File: src/rtl/rv32i_ctrl_pkg.sv
// Shared encodings for the RV32I main decoder: opcodes, selector enums and the
// packed control word carried in the decode->execute register.
package rv32i_ctrl_pkg;

  localparam logic [6:0] OP_R      = 7'h33;
  localparam logic [6:0] OP_I_ALU  = 7'h13;
  localparam logic [6:0] OP_LOAD   = 7'h03;
  localparam logic [6:0] OP_STORE  = 7'h23;
  localparam logic [6:0] OP_BRANCH = 7'h63;
  localparam logic [6:0] OP_JALR   = 7'h67;
  localparam logic [6:0] OP_JAL    = 7'h6f;
  localparam logic [6:0] OP_AUIPC  = 7'h17;
  localparam logic [6:0] OP_LUI    = 7'h37;

  typedef enum logic [1:0] {
    A_RS1  = 2'b00,
    A_PC   = 2'b01,
    A_ZERO = 2'b10,
    A_RSVD = 2'b11
  } a_sel_e;

  typedef enum logic [1:0] {
    IMM_I  = 2'b00,
    IMM_S  = 2'b01,
    IMM_B  = 2'b10,
    IMM_UJ = 2'b11
  } imm_sel_e;

  typedef enum logic [1:0] {
    NPC_PLUS4  = 2'b00,
    NPC_BRANCH = 2'b01,
    NPC_ALU    = 2'b10,
    NPC_RSVD   = 2'b11
  } npc_sel_e;

  typedef enum logic [3:0] {
    ALU_ADD  = 4'b0000,
    ALU_SLL  = 4'b0001,
    ALU_SLT  = 4'b0010,
    ALU_SLTU = 4'b0011,
    ALU_XOR  = 4'b0100,
    ALU_SRL  = 4'b0101,
    ALU_OR   = 4'b0110,
    ALU_AND  = 4'b0111,
    ALU_SUB  = 4'b1000,
    ALU_SRA  = 4'b1101
  } alu_op_e;

  // alu_op stays a plain vector: the permissive build passes {f7b6,f3}
  // through unchanged, which can produce codes outside alu_op_e.
  typedef struct packed {
    logic       write;
    logic       store;
    logic       load;
    logic       branch;
    a_sel_e     a_sel;
    logic       b_sel;
    imm_sel_e   imm_sel;
    npc_sel_e   npc_sel;
    logic [3:0] alu_op;
  } ctrl_t;

endpackage

File: src/rtl/rv32i_control_unit_if.sv
// Instruction-field inputs and registered control outputs of the RV32I decoder.
// master = fetch/datapath side, slave = control unit.
interface rv32i_control_unit_if;

  logic [6:0] opcode;
  logic       func_7_bit_6;
  logic [2:0] func_3;
  logic       write;
  logic       store;
  logic       load;
  logic       branch;
  logic [1:0] alu_operand_a_selector;
  logic       alu_operand_b_selector;
  logic [1:0] immediate_selector;
  logic [1:0] next_pc_selector;
  logic [3:0] alu_operations_selector;

  modport master (
    output opcode, func_7_bit_6, func_3,
    input  write, store, load, branch, alu_operand_a_selector, alu_operand_b_selector,
    input  immediate_selector, next_pc_selector, alu_operations_selector
  );

  modport slave (
    input  opcode, func_7_bit_6, func_3,
    output write, store, load, branch, alu_operand_a_selector, alu_operand_b_selector,
    output immediate_selector, next_pc_selector, alu_operations_selector
  );

endinterface

File: src/rtl/rv32i_ctrl_decode.sv
// Purely combinational RV32I opcode decoder producing a ctrl_t word.
// Optional CU_STRICT_DECODE_EN turns illegal func_3/func_7 sub-encodings into NOPs.
module rv32i_ctrl_decode
  import rv32i_ctrl_pkg::*;
(
  input  logic [6:0] opcode,
  input  logic       func_7_bit_6,
  input  logic [2:0] func_3,
  output ctrl_t      ctrl
);

  always_comb begin
    ctrl = '0;
    case (opcode)
      OP_R: begin
        ctrl.write  = 1'b1;
        ctrl.alu_op = {func_7_bit_6, func_3};
`ifdef CU_STRICT_DECODE_EN
        if (func_7_bit_6 && (func_3 != 3'b000) && (func_3 != 3'b101)) ctrl = '0;
`endif
      end
      OP_I_ALU: begin
        ctrl.write  = 1'b1;
        ctrl.b_sel  = 1'b1;
        // Only SRAI borrows instruction[30]; for other I-ALU ops it is immediate data.
        ctrl.alu_op = {func_7_bit_6 && (func_3 == 3'b101), func_3};
`ifdef CU_STRICT_DECODE_EN
        if (func_7_bit_6 && (func_3 == 3'b001)) ctrl = '0;
`endif
      end
      OP_LOAD: begin
        ctrl.write = 1'b1;
        ctrl.load  = 1'b1;
        ctrl.b_sel = 1'b1;
`ifdef CU_STRICT_DECODE_EN
        if ((func_3 == 3'd3) || (func_3 == 3'd6) || (func_3 == 3'd7)) ctrl = '0;
`endif
      end
      OP_STORE: begin
        ctrl.store   = 1'b1;
        ctrl.b_sel   = 1'b1;
        ctrl.imm_sel = IMM_S;
`ifdef CU_STRICT_DECODE_EN
        if (func_3 >= 3'd3) ctrl = '0;
`endif
      end
      OP_BRANCH: begin
        ctrl.branch  = 1'b1;
        ctrl.a_sel   = A_PC;
        ctrl.b_sel   = 1'b1;
        ctrl.imm_sel = IMM_B;
        ctrl.npc_sel = NPC_BRANCH;
`ifdef CU_STRICT_DECODE_EN
        if ((func_3 == 3'd2) || (func_3 == 3'd3)) ctrl = '0;
`endif
      end
      OP_JALR: begin
        ctrl.write   = 1'b1;
        ctrl.b_sel   = 1'b1;
        ctrl.npc_sel = NPC_ALU;
`ifdef CU_STRICT_DECODE_EN
        if (func_3 != 3'd0) ctrl = '0;
`endif
      end
      OP_JAL: begin
        ctrl.write   = 1'b1;
        ctrl.a_sel   = A_PC;
        ctrl.b_sel   = 1'b1;
        ctrl.imm_sel = IMM_UJ;
        ctrl.npc_sel = NPC_ALU;
      end
      OP_AUIPC: begin
        ctrl.write   = 1'b1;
        ctrl.a_sel   = A_PC;
        ctrl.b_sel   = 1'b1;
        ctrl.imm_sel = IMM_UJ;
      end
      OP_LUI: begin
        ctrl.write   = 1'b1;
        ctrl.a_sel   = A_ZERO;
        ctrl.b_sel   = 1'b1;
        ctrl.imm_sel = IMM_UJ;
      end
      default: ctrl = '0;
    endcase
  end

endmodule

File: src/rtl/rv32i_control_unit.sv
// RV32I main control unit: decode registered into the decode->execute stage, 1-cycle latency.
// Build option: CU_STRICT_DECODE_EN (strict sub-encoding checks inside rv32i_ctrl_decode).
module rv32i_control_unit
  import rv32i_ctrl_pkg::*;
(
  input  logic                       clk,
  input  logic                       rst,
  rv32i_control_unit_if.slave        bus
);

  ctrl_t ctrl_next;
  ctrl_t ctrl_reg;

  rv32i_ctrl_decode u_decode (
    .opcode       (bus.opcode),
    .func_7_bit_6 (bus.func_7_bit_6),
    .func_3       (bus.func_3),
    .ctrl         (ctrl_next)
  );

  always_ff @(posedge clk) begin
    if (rst) ctrl_reg <= '0;
    else     ctrl_reg <= ctrl_next;
  end

  assign bus.write                   = ctrl_reg.write;
  assign bus.store                   = ctrl_reg.store;
  assign bus.load                    = ctrl_reg.load;
  assign bus.branch                  = ctrl_reg.branch;
  assign bus.alu_operand_a_selector  = ctrl_reg.a_sel;
  assign bus.alu_operand_b_selector  = ctrl_reg.b_sel;
  assign bus.immediate_selector      = ctrl_reg.imm_sel;
  assign bus.next_pc_selector        = ctrl_reg.npc_sel;
  assign bus.alu_operations_selector = ctrl_reg.alu_op;

endmodule

File: src/flat_wrapper.sv
// flat-port wrapper written by rule: the top's interface ports become plain ports
module rv32i_control_unit_flat import rv32i_ctrl_pkg::*;
  (clk, rst, bus_opcode, bus_func_7_bit_6, bus_func_3, bus_write, bus_store, bus_load, bus_branch, bus_alu_operand_a_selector, bus_alu_operand_b_selector, bus_immediate_selector, bus_next_pc_selector, bus_alu_operations_selector);
  rv32i_control_unit_if bus_i ();
  input  logic clk;
  input  logic rst;
  input wire logic [$bits(bus_i.opcode)-1:0] bus_opcode;
  input wire logic [$bits(bus_i.func_7_bit_6)-1:0] bus_func_7_bit_6;
  input wire logic [$bits(bus_i.func_3)-1:0] bus_func_3;
  output wire logic [$bits(bus_i.write)-1:0] bus_write;
  output wire logic [$bits(bus_i.store)-1:0] bus_store;
  output wire logic [$bits(bus_i.load)-1:0] bus_load;
  output wire logic [$bits(bus_i.branch)-1:0] bus_branch;
  output wire logic [$bits(bus_i.alu_operand_a_selector)-1:0] bus_alu_operand_a_selector;
  output wire logic [$bits(bus_i.alu_operand_b_selector)-1:0] bus_alu_operand_b_selector;
  output wire logic [$bits(bus_i.immediate_selector)-1:0] bus_immediate_selector;
  output wire logic [$bits(bus_i.next_pc_selector)-1:0] bus_next_pc_selector;
  output wire logic [$bits(bus_i.alu_operations_selector)-1:0] bus_alu_operations_selector;
  assign bus_i.opcode = bus_opcode;
  assign bus_i.func_7_bit_6 = bus_func_7_bit_6;
  assign bus_i.func_3 = bus_func_3;
  assign bus_write = bus_i.write;
  assign bus_store = bus_i.store;
  assign bus_load = bus_i.load;
  assign bus_branch = bus_i.branch;
  assign bus_alu_operand_a_selector = bus_i.alu_operand_a_selector;
  assign bus_alu_operand_b_selector = bus_i.alu_operand_b_selector;
  assign bus_immediate_selector = bus_i.immediate_selector;
  assign bus_next_pc_selector = bus_i.next_pc_selector;
  assign bus_alu_operations_selector = bus_i.alu_operations_selector;
  rv32i_control_unit u_core (.clk(clk), .rst(rst), .bus(bus_i));
endmodule
File: config.mk
export PLATFORM = sky130hd
export DESIGN_NAME = rv32i_control_unit_flat
export DESIGN_NICKNAME = d
export VERILOG_FILES = /design/src/rtl/rv32i_ctrl_pkg.sv /design/src/rtl/rv32i_control_unit_if.sv /design/src/rtl/rv32i_ctrl_decode.sv /design/src/rtl/rv32i_control_unit.sv /design/src/flat_wrapper.sv
export SDC_FILE = /design/constraint.sdc
export NUM_CORES = 1
export LEC_CHECK = 0
export CAP_MARGIN = 20
export CELL_PAD_IN_SITES_DETAIL_PLACEMENT = 0
export CELL_PAD_IN_SITES_GLOBAL_PLACEMENT = 1
export CORE_MARGIN = 8
export CORE_UTILIZATION = 30
export CTS_BUF_LIST = sky130_fd_sc_hd__clkbuf_8
export DETAILED_ROUTE_END_ITERATION = 10
export GPL_TIMING_DRIVEN = 1
export PLACE_DENSITY = 0.91
export SLEW_MARGIN = 20
export SYNTH_ARGS = -nofsm -noshare
export SYNTH_HDL_FRONTEND = slang
export SYNTH_SLANG_ARGS = --single-unit
File: constraint.sdc
create_clock -name clk -period 2.15 [get_ports clk]
set_input_delay 0.3225 -clock clk [delete_from_list [all_inputs] [get_ports clk]]
set_output_delay 0.3225 -clock clk [all_outputs]
set_load 0.01 [all_outputs]
==> impl_metrics.py <==
# Synthesis and PnR figures
metrics = {
    "outcome": {
        "status": "finished, final reports clean",
    },
    "final_timing": {
        "finalSetupTns_ps": 0,
        "setup_violations": 0,
        "min_period_over_period_pct": 69.4,
        "worst_pin_slew_ps": 326,
        "finalCriticalPeriod_ps": 1490,
        "max_freq_ghz": 0.670,
        "finalHoldViolCount": 0,
        "holdWs_ps": 672,
        "grt_setup_unrepaired": "false",
        "slew_viol_final": 0,
    },
    "floorplanning": {
        "initCoreUtil_pct": 31.8,
        "die_area_mm2": 0.00343,
        "core_area_mm2": 0.00171,
        "num_rows": 15,
        "ios": 28,
    },
    "final_layout": {
        "antennaDiodeCount": 0,
        "fin_area_um2": 870,
        "area_growth_syn_to_layout_pct": 60.1,
        "layout_top_cell": "clkdlybuf4s50_1",
        "lay_top_cells": "clkdlybuf4s50_1 (27), dfxtp_1 (14), nor2_1 (8)",
        "fill_cells": 166,
        "logic_area_um2": 235,
        "finalNetCount": 98,
        "regArea_um2": 280,
        "drive_gt1_share_pct": 13.3,
    },
    "global_routing": {
        "grt.overflow.total": 0,
        "antenna_found_initial": 0,
        "grt_max_degree": 12,
        "track_usage_pct": 7.91,
        "grt_pass1_wl_mm": 2.06,
        "grt_pass1_vias": 481,
    },
    "place": {
        "placed_cell_area_um2": 828,
        "gp_congestion": 0.716,
        "hpwl_mm": 1.02,
    },
    "hold_path": {
        "hold_path_depth": 2,
        "min_from": "bus_func_7_bit_6",
        "worstHoldPathType": "in -> reg",
        "min_to": "u_core.bus.alu_operations_selector[3]$_SDFF_PP0_",
    },
    "route": {
        "dr_total_vias": 489,
        "drc": 0,
        "drt-initial-drc-count": 7,
        "via_per_inst": 4.53,
        "drt_wl_total_mm": 1.27,
        "ant_nets": 0,
        "dr.pass1.iters": 4,
        "avgRoutedWirePerCell_um": 11.8,
    },
    "critical_path": {
        "endpoint": "u_core.bus.alu_operations_selector[0]$_SDFF_PP0_",
        "path_cells": "clkdlybuf4s50_1, or3_4, nor2_1, and3_2",
        "worst_path_largest_cell_delay_ps": 540,
        "worstPathArrival_ps": 1670,
        "cp.buffers_inverters": 1,
        "critPathCaptureType": "flip-flop",
        "worstSetupStartpoint": "bus_opcode[3]",
        "cp_data_required_time_ps": 2330,
        "slowest_stage": "clkdlybuf4s50_1",
        "path_class": "in -> reg",
        "cp-start-kind": "primary input",
        "cp.depth": 4,
        "crit_fanout": 7,
        "cpLargestDelayFamily": "simple AND/OR/NAND/NOR gates",
    },
    "cts": {
        "post_cts.repair.setup_buffers": 0,
        "cts_hold_buf": 0,
        "cts.htree.levels": 1,
        "cts_tree": "built",
        "cts.clk_slew.worst_paths_ps": 50,
        "cts.repair.resized": 0,
        "clock_path_buffers": 2,
        "root_buffer": "clkbuf_8",
    },
    "yosys": {
        "yosysChipArea_um2": 543,
        "yosys-top-cells-area": "dfxtp_1 (52%), nor2_1 (5.5%), a21oi_1 (3.7%)",
        "ys_ff": 14,
        "yosysWarnings": 0,
        "ys_cells": 55,
        "synth_top_area_share_pct": 51.6,
        "ys_seq_share_pct": 51.6,
        "synth-edff-count": 0,
        "netlist_area_um2": 543,
        "yosys.area.top_type": "dfxtp_1",
        "synthCells": 55,
        "synthArstFlopShare_pct": 0,
        "synth_area_per_cell_um2": 9.87,
        "synth_cell_types": 26,
        "ff_type": "dfxtp_1",
    },
    "power": {
        "p_per_area_mw_per_mm2": 600,
        "power_leakage_uw": 0.000322,
        "vdd_drop_max_uv": 281,
    },
    "job": {
        "drv_cap": 0,
        "warnings": 26,
    },
}
kinds of logic (layout without fill, tap and decap cells):
family,after synthesis,after routing,share of synthesized area [%]
AND/OR/NAND/NOR,27,27,30.6
XOR/XNOR,1,1,1.61
flip-flops,14,14,51.6
buffers and inverters,4,32,5.07
AND-OR/OR-AND,9,9,11.1
report_power, final:
group,internal [µW],switching [µW]
clock,123,78.6
sequential,262,0.422
combinational,33.5,24.4
total,418,103
flip-flops by register name, summed over array words and instances (netlist names):
register,flops
u_core.bus.alu_operand_a_selector,2
u_core.bus.alu_operand_b_selector,1
u_core.bus.alu_operations_selector,4
u_core.bus.immediate_selector,2
u_core.bus.load,1
u_core.bus.next_pc_selector,2
u_core.bus.store,1
u_core.bus.write,1
cell usage after synthesis, types with 2 or more instances:
library cell / instances
dfxtp_1: 14
nor2_1: 8
a21oi_1: 4
nand2_1: 4
nand2b_1: 3
and3_2: 2
cell type report:
| cell class | count | share of cell area, % |
|---|---|---|
| Sequential cell | 14 | 32.2 |
| Timing Repair Buffer | 28 | 31.9 |
| Multi-Input combinational cell | 37 | 27.1 |
| Tap cell | 25 | 3.60 |
| Clock buffer | 3 | 4.75 |
| Inverter | 1 | 0.432 |
metal layers:
layer,global-route usage [%],wire (µm),up-vias
li1,-,-,244
met4,7.34,23,0
met5,0,0,-
met1,6.88,465,223
met3,3.04,117,2
met2,13.7,668,20
stage by stage:
| step | setup WS, ps | power, µW | utilization (%) | instances |
|---|---|---|---|---|
| final | 657 | 522 | 50.9 | 108 |
| after global routing | 548 | 545 | 50.9 | 108 |
| after CTS | 669 | 529 | 50.9 | 108 |
| after detailed placement | 428 | 325 | 48.5 | 105 |
| after global placement | 441 | 324 | 48.5 | 105 |
| after floorplan | 1000 | 292 | - | 55 |
==> images/final_clocks.png <==
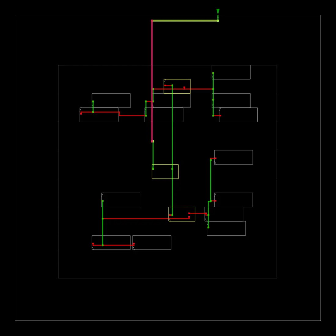
TritonCTS buffer count: 3
clock buf count: 3
Sink Count: 14
flop count: 14
Clk power: 202 µW

==> images/pins.png <==
(4 px per µm) Pins as bars across the die edge, other pins in grey.
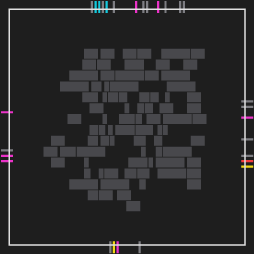
Yellow shows `bus_next_pc_selector`, pins 2, direction output, edge 1 right, 1 bottom. Red shows `bus_branch`, pins 1, direction output, edge right. Cyan shows `bus_func_3`, pins 3, direction input, edge top. Magenta shows `bus_opcode`, pins 7, direction input, edge 3 left, 2 top, 1 bottom, 1 right.
All pins by edge: 13 top, 7 right, 4 bottom, 4 left.
die height: 58.5 µm
Port Buf Inserts: 27
Die X: 58.5 µm

==> images/met2.png <==
(6 px per µm) Cells faint in the background.
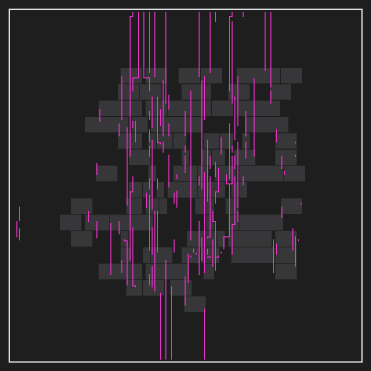
84 nets have wire on it. The layer carries 668 µm of wire.

Power figures rest on the tool's default switching activity, not on a simulated workload.
